**src/rtl/sar_search.sv**
```systemverilog
// Successive-approximation search driving the b operand of a magnitude comparator.
// Optional SAR_EARLY_EXIT_EN: cmp_eq ends the search at that compare.
module sar_search #(
  parameter int WIDTH = 16
) (
  input  logic                     clk,
  input  logic                     rst,
  input  logic                     start,
  input  logic                     cmp_gt,
  input  logic                     cmp_lt,
  input  logic                     cmp_eq,
  output logic [WIDTH-1:0]         guess,
  output logic                     busy,
  output logic                     done,
  output logic [WIDTH-1:0]         result,
  output logic [$clog2(WIDTH):0]   steps,
  output logic                     error
);

  localparam int IW = (WIDTH > 1) ? $clog2(WIDTH) : 1;
  localparam int SW = $clog2(WIDTH) + 1;

  localparam logic [1:0] S_IDLE    = 2'd0;
  localparam logic [1:0] S_COMPARE = 2'd1;
  localparam logic [1:0] S_DONE    = 2'd2;

  logic [1:0]       state_q, state_d;
  logic [WIDTH-1:0] guess_q, guess_d;
  logic [WIDTH-1:0] result_q, result_d;
  logic [IW-1:0]    idx_q, idx_d;
  logic [SW-1:0]    steps_q, steps_d;
  logic             error_q, error_d;

  logic             one_hot;
  logic [WIDTH-1:0] bit_mask;
  logic [WIDTH-1:0] kept;

  always_comb begin
    one_hot  = (cmp_gt ^ cmp_lt ^ cmp_eq) & ~(cmp_gt & cmp_lt & cmp_eq);
    bit_mask = WIDTH'(1) << idx_q;
    kept     = cmp_lt ? (guess_q & ~bit_mask) : guess_q;

    state_d  = state_q;
    guess_d  = guess_q;
    result_d = result_q;
    idx_d    = idx_q;
    steps_d  = steps_q;
    error_d  = error_q;

    case (state_q)
      S_IDLE: begin
        if (start) begin
          guess_d = WIDTH'(1) << (WIDTH - 1);
          idx_d   = IW'(WIDTH - 1);
          steps_d = '0;
          error_d = 1'b0;
          state_d = S_COMPARE;
        end
      end
      S_COMPARE: begin
        steps_d = steps_q + SW'(1);
        if (!one_hot) begin
          error_d  = 1'b1;
          result_d = guess_q;
          state_d  = S_DONE;
        end
`ifdef SAR_EARLY_EXIT_EN
        else if (cmp_eq) begin
          result_d = guess_q;
          state_d  = S_DONE;
        end
`endif
        else if (idx_q != '0) begin
          guess_d = kept | (bit_mask >> 1);
          idx_d   = idx_q - IW'(1);
        end else begin
          // guess is left at the last trial so a zero target never drives 0
          result_d = kept;
          state_d  = S_DONE;
        end
      end
      S_DONE:  state_d = S_IDLE;
      default: state_d = S_IDLE;
    endcase
  end

  always_ff @(posedge clk or posedge rst) begin
    if (rst) begin
      state_q  <= S_IDLE;
      guess_q  <= '0;
      result_q <= '0;
      idx_q    <= '0;
      steps_q  <= '0;
      error_q  <= 1'b0;
    end else begin
      state_q  <= state_d;
      guess_q  <= guess_d;
      result_q <= result_d;
      idx_q    <= idx_d;
      steps_q  <= steps_d;
      error_q  <= error_d;
    end
  end

  assign guess  = guess_q;
  assign result = result_q;
  assign steps  = steps_q;
  assign error  = error_q;
  assign busy   = (state_q == S_COMPARE);
  assign done   = (state_q == S_DONE);

endmodule
```
**config.mk**
```make
export PLATFORM = sky130hd
export DESIGN_NAME = sar_search
export DESIGN_NICKNAME = d
export VERILOG_FILES = /design/src/rtl/sar_search.sv
export SDC_FILE = /design/constraint.sdc
export NUM_CORES = 1
export LEC_CHECK = 0
export CAP_MARGIN = 15
export CORE_ASPECT_RATIO = 1.2
export CORE_MARGIN = 3
export CORE_UTILIZATION = 35
export DETAILED_ROUTE_END_ITERATION = 12
export PLACE_DENSITY_LB_ADDON = 0.25
export RECOVER_POWER = 50
export SYNTH_ARGS = -nofsm -noshare
export SYNTH_HDL_FRONTEND = slang
export SYNTH_SLANG_ARGS = --single-unit
```
**constraint.sdc**
```tcl
create_clock -name clk -period 5.3 [get_ports clk]
set_input_delay 1.06 -clock clk [delete_from_list [all_inputs] [get_ports clk]]
set_output_delay 1.06 -clock clk [all_outputs]
set_load 0.005 [all_outputs]
```
**Run 1: clock nets**

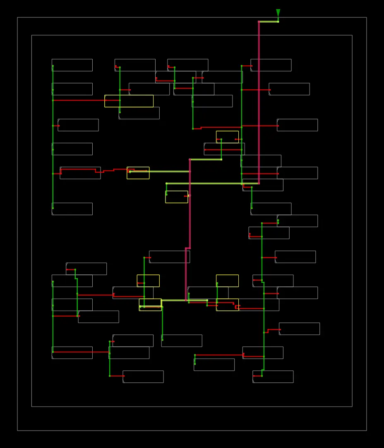
Clock Skews: 6.93 ps
Flop Count: 44
clk_buf instances: 7
Inserted Clock Buffers: 5
worst skew pair latency: 290 ps

**Run 1: metal 3**

Drawn at 3 px/micron. Cells faint in the background.
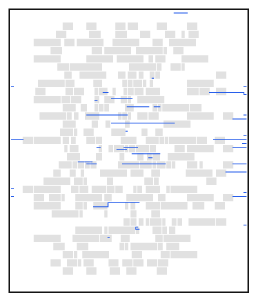
main direction: horizontal
nets with wire on the layer: 30
share of all routed wire: 3.3%
wire length on this layer: 177 microns

**Run 1: PDN straps and rails**

Drawn at 4 px/micron. Pins as bars on the die edge. Tap cells in gray.
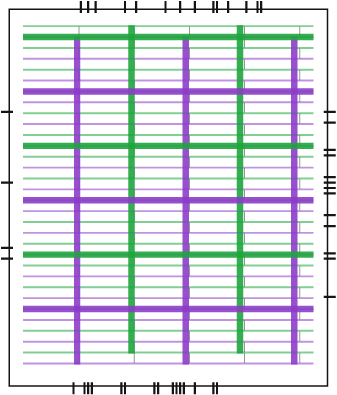
| color | net |
|---|---|
| purple | VSS |
| green | VDD |
met1 rails: 32
tap cells: 82
met4 straps: 5

**Run 1: routed metal, one color a layer**

Drawn at 4 px/micron.
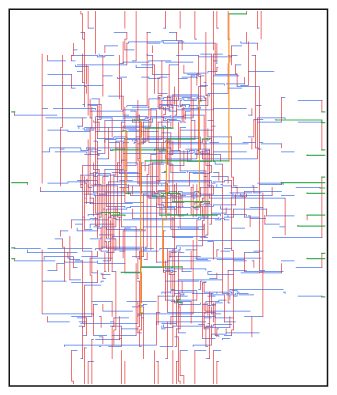
| color | layer | wire length |
|---|---|---|
| red | metal 2 | 2,580 microns |
| orange | metal 4 | 160 microns |
| blue | metal 1 | 2,480 microns |
| green | metal 3 | 177 microns |

==> deck_impl_summary.md, run 1 <==
Key Metrics from the Run

Status
  • Status: complete, but fails checks
  • Failing checks: capacitance limit, slew limit

Job
  • Max-cap viol count: 1

Pwr
  • Power Sequential: 0.000445 W

Cells and area
  • Diodes inserted: 0
  • Invs w/o clock: 18

Floorplanning
  • Num rows: 31
  • FP Util: 36.7%

Critical path
  • RR Endpoint: result[14]$_DFFE_PP0P_
  • R2R Setup Slk: 2860 ps
  • WP data required: 5220 ps
  • Slowest stage delay, CP: 1660 ps

Final timing
  • Fin. max-slew vios: 45

Placement
  • Post-DP HPWL: 3900 microns

Logic synthesis
  • Syn_nets: 222
  • Yosys cell count: 209
  • Top non-seq family: AND-OR/OR-AND gates
  • Adder-Cell Fraction of Synth Area: 3.90%

Clock tree
  • Setup Fix Bufs, Post-CTS: 0
  • # clock sinks: 44

Worst hold path
  • HP Start: result[15]$_DFFE_PP0P_

Detailed routing
  • Routed length on met2: 2580 microns
  • Pre-Repair DR Iteration Count: 4
==> inputs of run 2 (changes only) <==
clock period = 3.24 ns   (was 5.3 ns; I/O delays follow)
**Run 2: metal 3**

Drawn at 3 px/micron. Cells faint in the background.
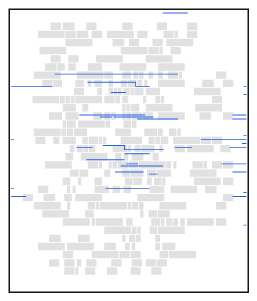
longest straight run: 40.9 microns
main direction: horizontal
nets with wire on the layer: 30
share of all routed wire: 5.4%
wire length on this layer: 293 microns

**Run 2: clock nets**

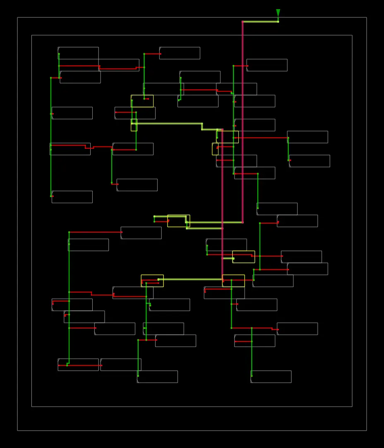
clk_buf instances: 8
Clock Skews: 6.93 ps
# clock sinks: 44
worst skew pair latency: 300 ps

==> deck_impl_summary.md, run 2 <==
Key Metrics from the Run

Detailed routing
  • Met3 Wirelength: 293 microns
  • DR DRC count: 0
  • Pre-Repair DR Iteration Count: 4
  • Routed length on met2: 2670 microns

Placement
  • Post-DP HPWL: 3960 microns
  • Pre-CTS setup slack: 286 ps

Worst hold path
  • HP Start: result[15]$_DFFE_PP0P_

Logic synthesis
  • Top non-seq family: AND-OR/OR-AND gates
  • Yosys cell count: 209
  • Post-synth top area share: 49.0%
  • Commonest cells post-synth: dfrtp_1, inv_1, nand2_1, mux2_2, o21ai_0
  • Adder-Cell Fraction of Synth Area: 3.90%
  • Syn_nets: 222
  • Synth area leader: dfrtp_1

Critical path
  • Slowest stage delay, CP: 590 ps
  • RR Endpoint: idx_q[3]$_DFFE_PP0P_
  • CP Capture Point: guess[1]$_DFFE_PP0P_

GRT
  • Number of antenna violations at the first check in global routing: 0

Job
  • Max-cap viol count: 0

Clock tree
  • Inserted Clock Buffers: 5

Floorplanning
  • FP Util: 36.7%
  • Num rows: 31

Status
  • Status: finished, final reports clean

Pwr
  • Power Sequential: 0.000727 W

Cells and area
  • Flop Count: 44
  • Diodes inserted: 0
==> inputs of run 3 (changes only) <==
clock period = 2.24 ns   (was 3.24 ns; I/O delays follow)
**Run 3: PDN straps and rails**

Drawn at 4 px/micron. Pins as bars on the die edge. Tap cells in gray.
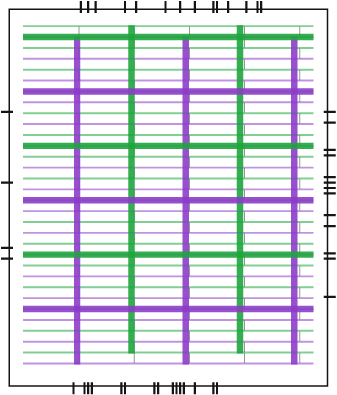
Core Area: 6130 sq um
Peak supply drop: 419 uV
Die X: 79.2 microns

**Run 3: clock nets**

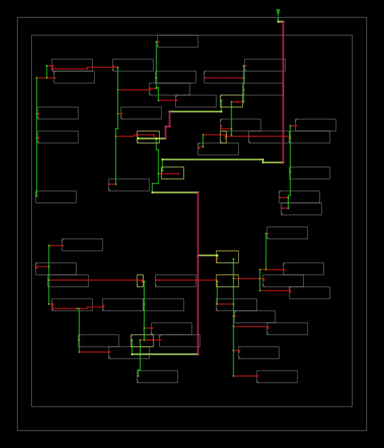
Clock Skews: 4.89 ps
power drawn by the clock network: 0.000512 W

==> deck_impl_summary.md, run 3 <==
Key Metrics from the Run

Logic synthesis
  • Adder-Cell Fraction of Synth Area: 3.90%
  • Syn_nets: 222
  • Yosys cell count: 209
  • Commonest cells post-synth: dfrtp_1, inv_1, nand2_1, mux2_2, o21ai_0
  • Post-synth top area share: 49.0%
  • Simple logic cell fraction of the synthesized area: 13.2%
  • Synth area leader: dfrtp_1
  • Top non-seq family: AND-OR/OR-AND gates

Floorplanning
  • Chip area: 7430 sq um
  • FP Util: 36.7%
  • Num rows: 31

Clock tree
  • Setup Fix Bufs, Post-CTS: 0
  • Worst-path clk slew: 80 ps
  • Worst skew pair latency: 300 ps
  • # clock sinks: 44
  • Root Driver: clkbuf_8
  • Inserted Clock Buffers: 5

Placement
  • Pre-CTS setup slack: -304 ps
  • Post-DP HPWL: 4450 microns

Job
  • Max-cap viol count: 0

Critical path
  • CP Capture Point: guess[12]$_DFFE_PP0P_
  • RR Endpoint: guess[1]$_DFFE_PP0P_
  • Slowest stage delay, CP: 540 ps
  • WP data required: 2430 ps
  • R2R Setup Slk: 200 ps

Worst hold path
  • HP Start: result[15]$_DFFE_PP0P_

Detailed routing
  • DR DRC count: 0
  • Pre-Repair DR Iteration Count: 4
  • Routed length on met2: 2850 microns
  • Met3 Wirelength: 279 microns

Cells and area
  • Layout cells sized above 1: 19.1%
  • Invs w/o clock: 18
  • Clk_buf instances: 8
  • Diodes inserted: 0

Final timing
  • Cycle use final: 94.8%
  • Fmax: 0.471 GHz
  • Fin. max-slew vios: 0

Status
  • Status: finished, final reports clean

Pwr
  • Pwr top: combinational cells
  • Pwr Total: 0.00265 W
  • Power Sequential: 0.00105 W

GRT
  • First-pass GRT wire length: 9580 microns
  • Number of antenna violations at the first check in global routing: 0

==> gallery <==
Signal wires on met2.
Drawn at 3 px/micron.
picture 1
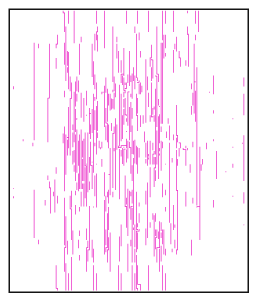
picture 2
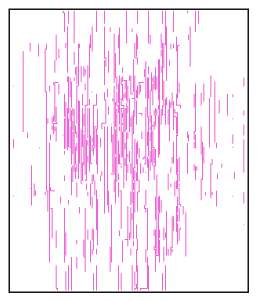
Picture 1 is run 1.
Picture 2 is run 3.

Key to picture 2:
share of all routed wire: 48%
nets with wire on the layer: 256

Power and IR drop assume default switching activity.
